**src/rtl/exec_arith_unit_if.sv**
```systemverilog
// exec_arith_unit_if: operand/result bundle between the decode/execute and execute/memory pipe registers
interface exec_arith_unit_if #(parameter int WIDTH = 32);
    logic             valid_in;
    logic [WIDTH-1:0] src_a;
    logic [WIDTH-1:0] src_b;
    logic [3:0]       alu_control;
    logic [WIDTH-1:0] pc_in;
    logic [WIDTH-1:0] offset;
    logic             branch;
    logic             not_equal;
    logic             valid_out;
    logic [WIDTH-1:0] alu_out;
    logic             zero;
    logic [WIDTH-1:0] pc_plus4;
    logic [WIDTH-1:0] pc_branch;
    logic             pc_src;
    modport master (
        output valid_in, src_a, src_b, alu_control, pc_in, offset, branch, not_equal,
        input  valid_out, alu_out, zero, pc_plus4, pc_branch, pc_src
    );
    modport slave (
        input  valid_in, src_a, src_b, alu_control, pc_in, offset, branch, not_equal,
        output valid_out, alu_out, zero, pc_plus4, pc_branch, pc_src
    );
endinterface

```
**src/rtl/exec_arith_unit.sv**
```systemverilog
// exec_arith_unit: registered ALU, PC+4, branch-target adder and branch decision with 1-cycle latency
module exec_arith_unit #(
    parameter int WIDTH = 32
) (
    input logic             clk,
    input logic             reset,
    exec_arith_unit_if.slave bus
);
    localparam int SHW = $clog2(WIDTH);
    logic [SHW-1:0]   sh;
    logic [WIDTH-1:0] res;
    logic [WIDTH-1:0] pc4;
    logic             eq;
    assign sh  = bus.src_b[SHW-1:0];
    assign pc4 = bus.pc_in + WIDTH'(4);
    assign eq  = bus.src_a == bus.src_b;
    always_comb begin
        res = '0;
        case (bus.alu_control)
            4'd0:  res = bus.src_a + bus.src_b;
            4'd1:  res = bus.src_a - bus.src_b;
            4'd2:  res = bus.src_a & bus.src_b;
            4'd3:  res = bus.src_a | bus.src_b;
            4'd4:  res = bus.src_a ^ bus.src_b;
            4'd5:  res = ~(bus.src_a | bus.src_b);
            4'd6:  res = bus.src_a << sh;
            4'd7:  res = bus.src_a >> sh;
            4'd8:  res = $signed(bus.src_a) >>> sh;
            4'd9:  res = {{(WIDTH-1){1'b0}}, $signed(bus.src_a) < $signed(bus.src_b)};
            4'd10: res = {{(WIDTH-1){1'b0}}, bus.src_a < bus.src_b};
            4'd11: res = bus.src_a * bus.src_b;
            4'd12: res = bus.src_b;
            default: res = '0;
        endcase
    end
    // pc_src is a one-shot decision, so it drops on bubbles while data registers hold
    always_ff @(posedge clk or posedge reset) begin
        if (reset) begin
            bus.valid_out <= 1'b0;
            bus.alu_out   <= '0;
            bus.zero      <= 1'b0;
            bus.pc_plus4  <= '0;
            bus.pc_branch <= '0;
            bus.pc_src    <= 1'b0;
        end else begin
            bus.valid_out <= bus.valid_in;
            bus.pc_src    <= bus.valid_in & bus.branch & (bus.not_equal ^ eq);
            if (bus.valid_in) begin
                bus.alu_out   <= res;
                bus.zero      <= res == '0;
                bus.pc_plus4  <= pc4;
                bus.pc_branch <= pc4 + bus.offset;
            end
        end
    end
endmodule

```
**src/flat_wrapper.sv**
```systemverilog
// flat-port wrapper written by rule: the top's interface ports become plain ports
module exec_arith_unit_flat 
#(
    parameter int WIDTH = 32
)
  (clk, reset, bus_valid_in, bus_src_a, bus_src_b, bus_alu_control, bus_pc_in, bus_offset, bus_branch, bus_not_equal, bus_valid_out, bus_alu_out, bus_zero, bus_pc_plus4, bus_pc_branch, bus_pc_src);
  exec_arith_unit_if #(.WIDTH(WIDTH)) bus_i ();
  input logic clk;
  input logic reset;
  input wire logic [$bits(bus_i.valid_in)-1:0] bus_valid_in;
  input wire logic [$bits(bus_i.src_a)-1:0] bus_src_a;
  input wire logic [$bits(bus_i.src_b)-1:0] bus_src_b;
  input wire logic [$bits(bus_i.alu_control)-1:0] bus_alu_control;
  input wire logic [$bits(bus_i.pc_in)-1:0] bus_pc_in;
  input wire logic [$bits(bus_i.offset)-1:0] bus_offset;
  input wire logic [$bits(bus_i.branch)-1:0] bus_branch;
  input wire logic [$bits(bus_i.not_equal)-1:0] bus_not_equal;
  output wire logic [$bits(bus_i.valid_out)-1:0] bus_valid_out;
  output wire logic [$bits(bus_i.alu_out)-1:0] bus_alu_out;
  output wire logic [$bits(bus_i.zero)-1:0] bus_zero;
  output wire logic [$bits(bus_i.pc_plus4)-1:0] bus_pc_plus4;
  output wire logic [$bits(bus_i.pc_branch)-1:0] bus_pc_branch;
  output wire logic [$bits(bus_i.pc_src)-1:0] bus_pc_src;
  assign bus_i.valid_in = bus_valid_in;
  assign bus_i.src_a = bus_src_a;
  assign bus_i.src_b = bus_src_b;
  assign bus_i.alu_control = bus_alu_control;
  assign bus_i.pc_in = bus_pc_in;
  assign bus_i.offset = bus_offset;
  assign bus_i.branch = bus_branch;
  assign bus_i.not_equal = bus_not_equal;
  assign bus_valid_out = bus_i.valid_out;
  assign bus_alu_out = bus_i.alu_out;
  assign bus_zero = bus_i.zero;
  assign bus_pc_plus4 = bus_i.pc_plus4;
  assign bus_pc_branch = bus_i.pc_branch;
  assign bus_pc_src = bus_i.pc_src;
  exec_arith_unit #(.WIDTH(WIDTH)) u_core (.clk(clk), .reset(reset), .bus(bus_i));
endmodule
```
**config.mk**
```make
export PLATFORM = sky130hd
export DESIGN_NAME = exec_arith_unit_flat
export DESIGN_NICKNAME = d
export VERILOG_FILES = /design/src/rtl/exec_arith_unit_if.sv /design/src/rtl/exec_arith_unit.sv /design/src/flat_wrapper.sv
export SDC_FILE = /design/constraint.sdc
export NUM_CORES = 2
export LEC_CHECK = 0
export CAP_MARGIN = 20
export CORE_MARGIN = 2
export CORE_UTILIZATION = 35
export DETAILED_ROUTE_END_ITERATION = 8
export PLACE_DENSITY_LB_ADDON = 0.2
export SYNTH_ARGS = -nofsm -noshare
export SYNTH_HDL_FRONTEND = slang
export SYNTH_SLANG_ARGS = --single-unit
```
**constraint.sdc**
```tcl
create_clock -name clk -period 3.2 [get_ports clk]
set_clock_uncertainty 0.05 [all_clocks]
set_input_delay 0.48 -clock clk [delete_from_list [all_inputs] [get_ports clk]]
set_output_delay 0.48 -clock clk [all_outputs]
set_load 0.03 [all_outputs]
```
==> images/power_grid.png <==
Bar = 100 µm. Pins as bars on the die edge.
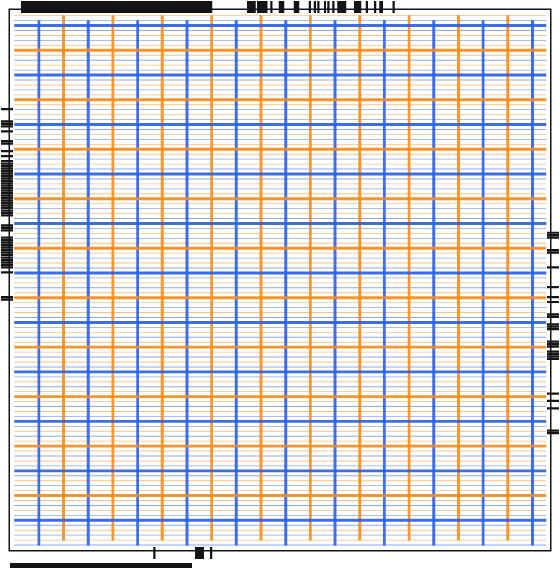
Blue stands for VSS. Orange stands for VDD.
21 straps on met4. The core has 107 rows. 108 met1 rails follow the rows. 236 signal pins sit on the boundary.

==> images/placement_by_type.png <==
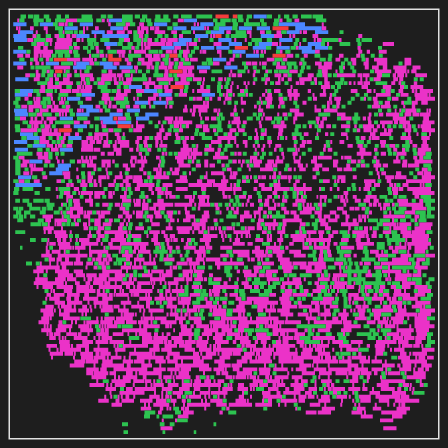
Green stands for remaining buffers and delay cells, cells 1,379, share of their area 27%. Blue stands for sequential cells, cells 99, share of their area 5.5%. Magenta stands for combinational and other logic, cells 3,372, share of their area 67%. Red stands for clock drivers and dummy loads, cells 16, share of their area 0.72%.

==> images/clk_routes.png <==
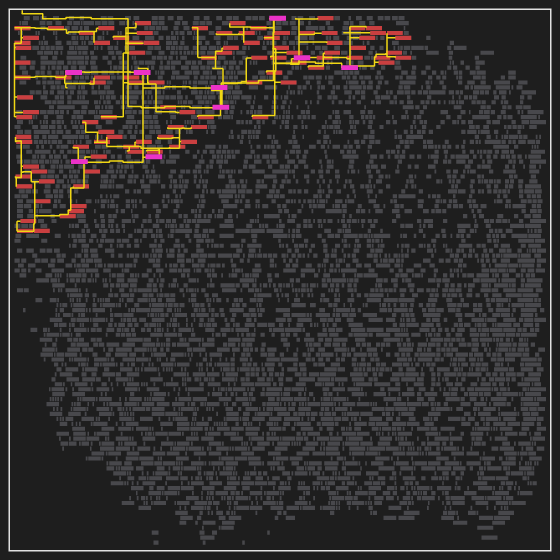
Yellow stands for clock wires, length 1,610 µm. Red stands for flip-flops, count 99. Magenta stands for clock drivers, count 9.
There are 10 routed clock nets.

flip-flops by register name (all words and copies together), names as in the netlist:
signal                count
u_core.bus.alu_out       32
u_core.bus.pc_branch     32
u_core.bus.pc_plus4      32
u_core.bus.pc_src         1
u_core.bus.valid_out      1
u_core.bus.zero           1
==> results.yml <==
# yosys + openroad results
yosys:
  yosys_area_mm2: 0.03002
  ys_top_logic_family: "adder cells"
  netlist_instances: 3701
  postSynthSeqShare: 0.08251
  netlist_area_mm2: 0.03002
  ys_cells: 3701
  largest_area_cell: "fa_1"
  synthDistinctLibCells: 93
  top_cells_by_count: "nor2_1 (576), inv_1 (468), fa_1 (411)"
  mux_area_frac: 0.07339
  synth_flop_count: 99
  avgSynthCellArea_um2: 8.112
  synth-simple-area-share: 0.1781
detailed_routing:
  drt_first_iter_violations: 3280
  wl_met3_mm: 14.39
  route.vias.total: 33160
worst_setup_path:
  endpoint: "u_core.bus.zero"
  r2r-end: "u_core.bus.pc_branch[30]"
  worstSetupPathType: "input port to flop"
  crit_path_frequent_cell: "fa_1"
  cp.depth: 26
  r2r_cells: 2
  startpoint: "bus_src_a[13]"
  critical_path_arrival_ns: 7.69
  path_buffers: 5
sta:
  fin_hold_ws_ns: 0.2677
  max_freq_ghz: 0.1339
  hold_viol_final: 0
  report.final.setup_viol: 41
  maxSlewHeadroom: 0.4073
  fin_tns_setup_ns: -95.71
  finalWorstSetupSlack_ns: -4.267
  maxSlewViolCount: 0
run:
  drv_cap: 0
  warning_count: 94
cts:
  cts.htree.levels: 3
  cts_made_buffers: 9
  clkSlewWorstSetupHoldPaths_ns: 0.08
  ctsResizeCount: 732
  cts_root_buf: "clkbuf_16"
  ctsHoldBuffers: 0
  cts_sinks: 99
  cts_setup_buffers: 111
floorplanning:
  ioPinCount: 236
  die_h_um: 296.9
  taps: 1144
  die_w_um: 296.9
  row_count: 107
global_routing:
  grt.busiest_layer: "met2"
  grtUsageMet2: 0.5508
  use_met3: 0.07776
  grt_usage: 0.3517
  first_global_vias: 33770
  grt_max_degree: 72
place:
  preCtsSetupSlack_ns: -5.463
  dp_hpwl_mm: 128.5
  dpl.cell_count: 5851
  gp_congestion: 1.054
  io_buffers: 235
final_layout:
  fill_cells: 7994
  regArea_mm2: 0.002477
  final_area_mm2: 0.04615
  nNetsFinal: 5661
  top_area_cell_class: "multi-input combinational cells"
  clock_area_frac: 0.006968
  area_growth_pct: 53.70
outcome:
  violations: "negative setup slack"
  run_status: "finished with violations"
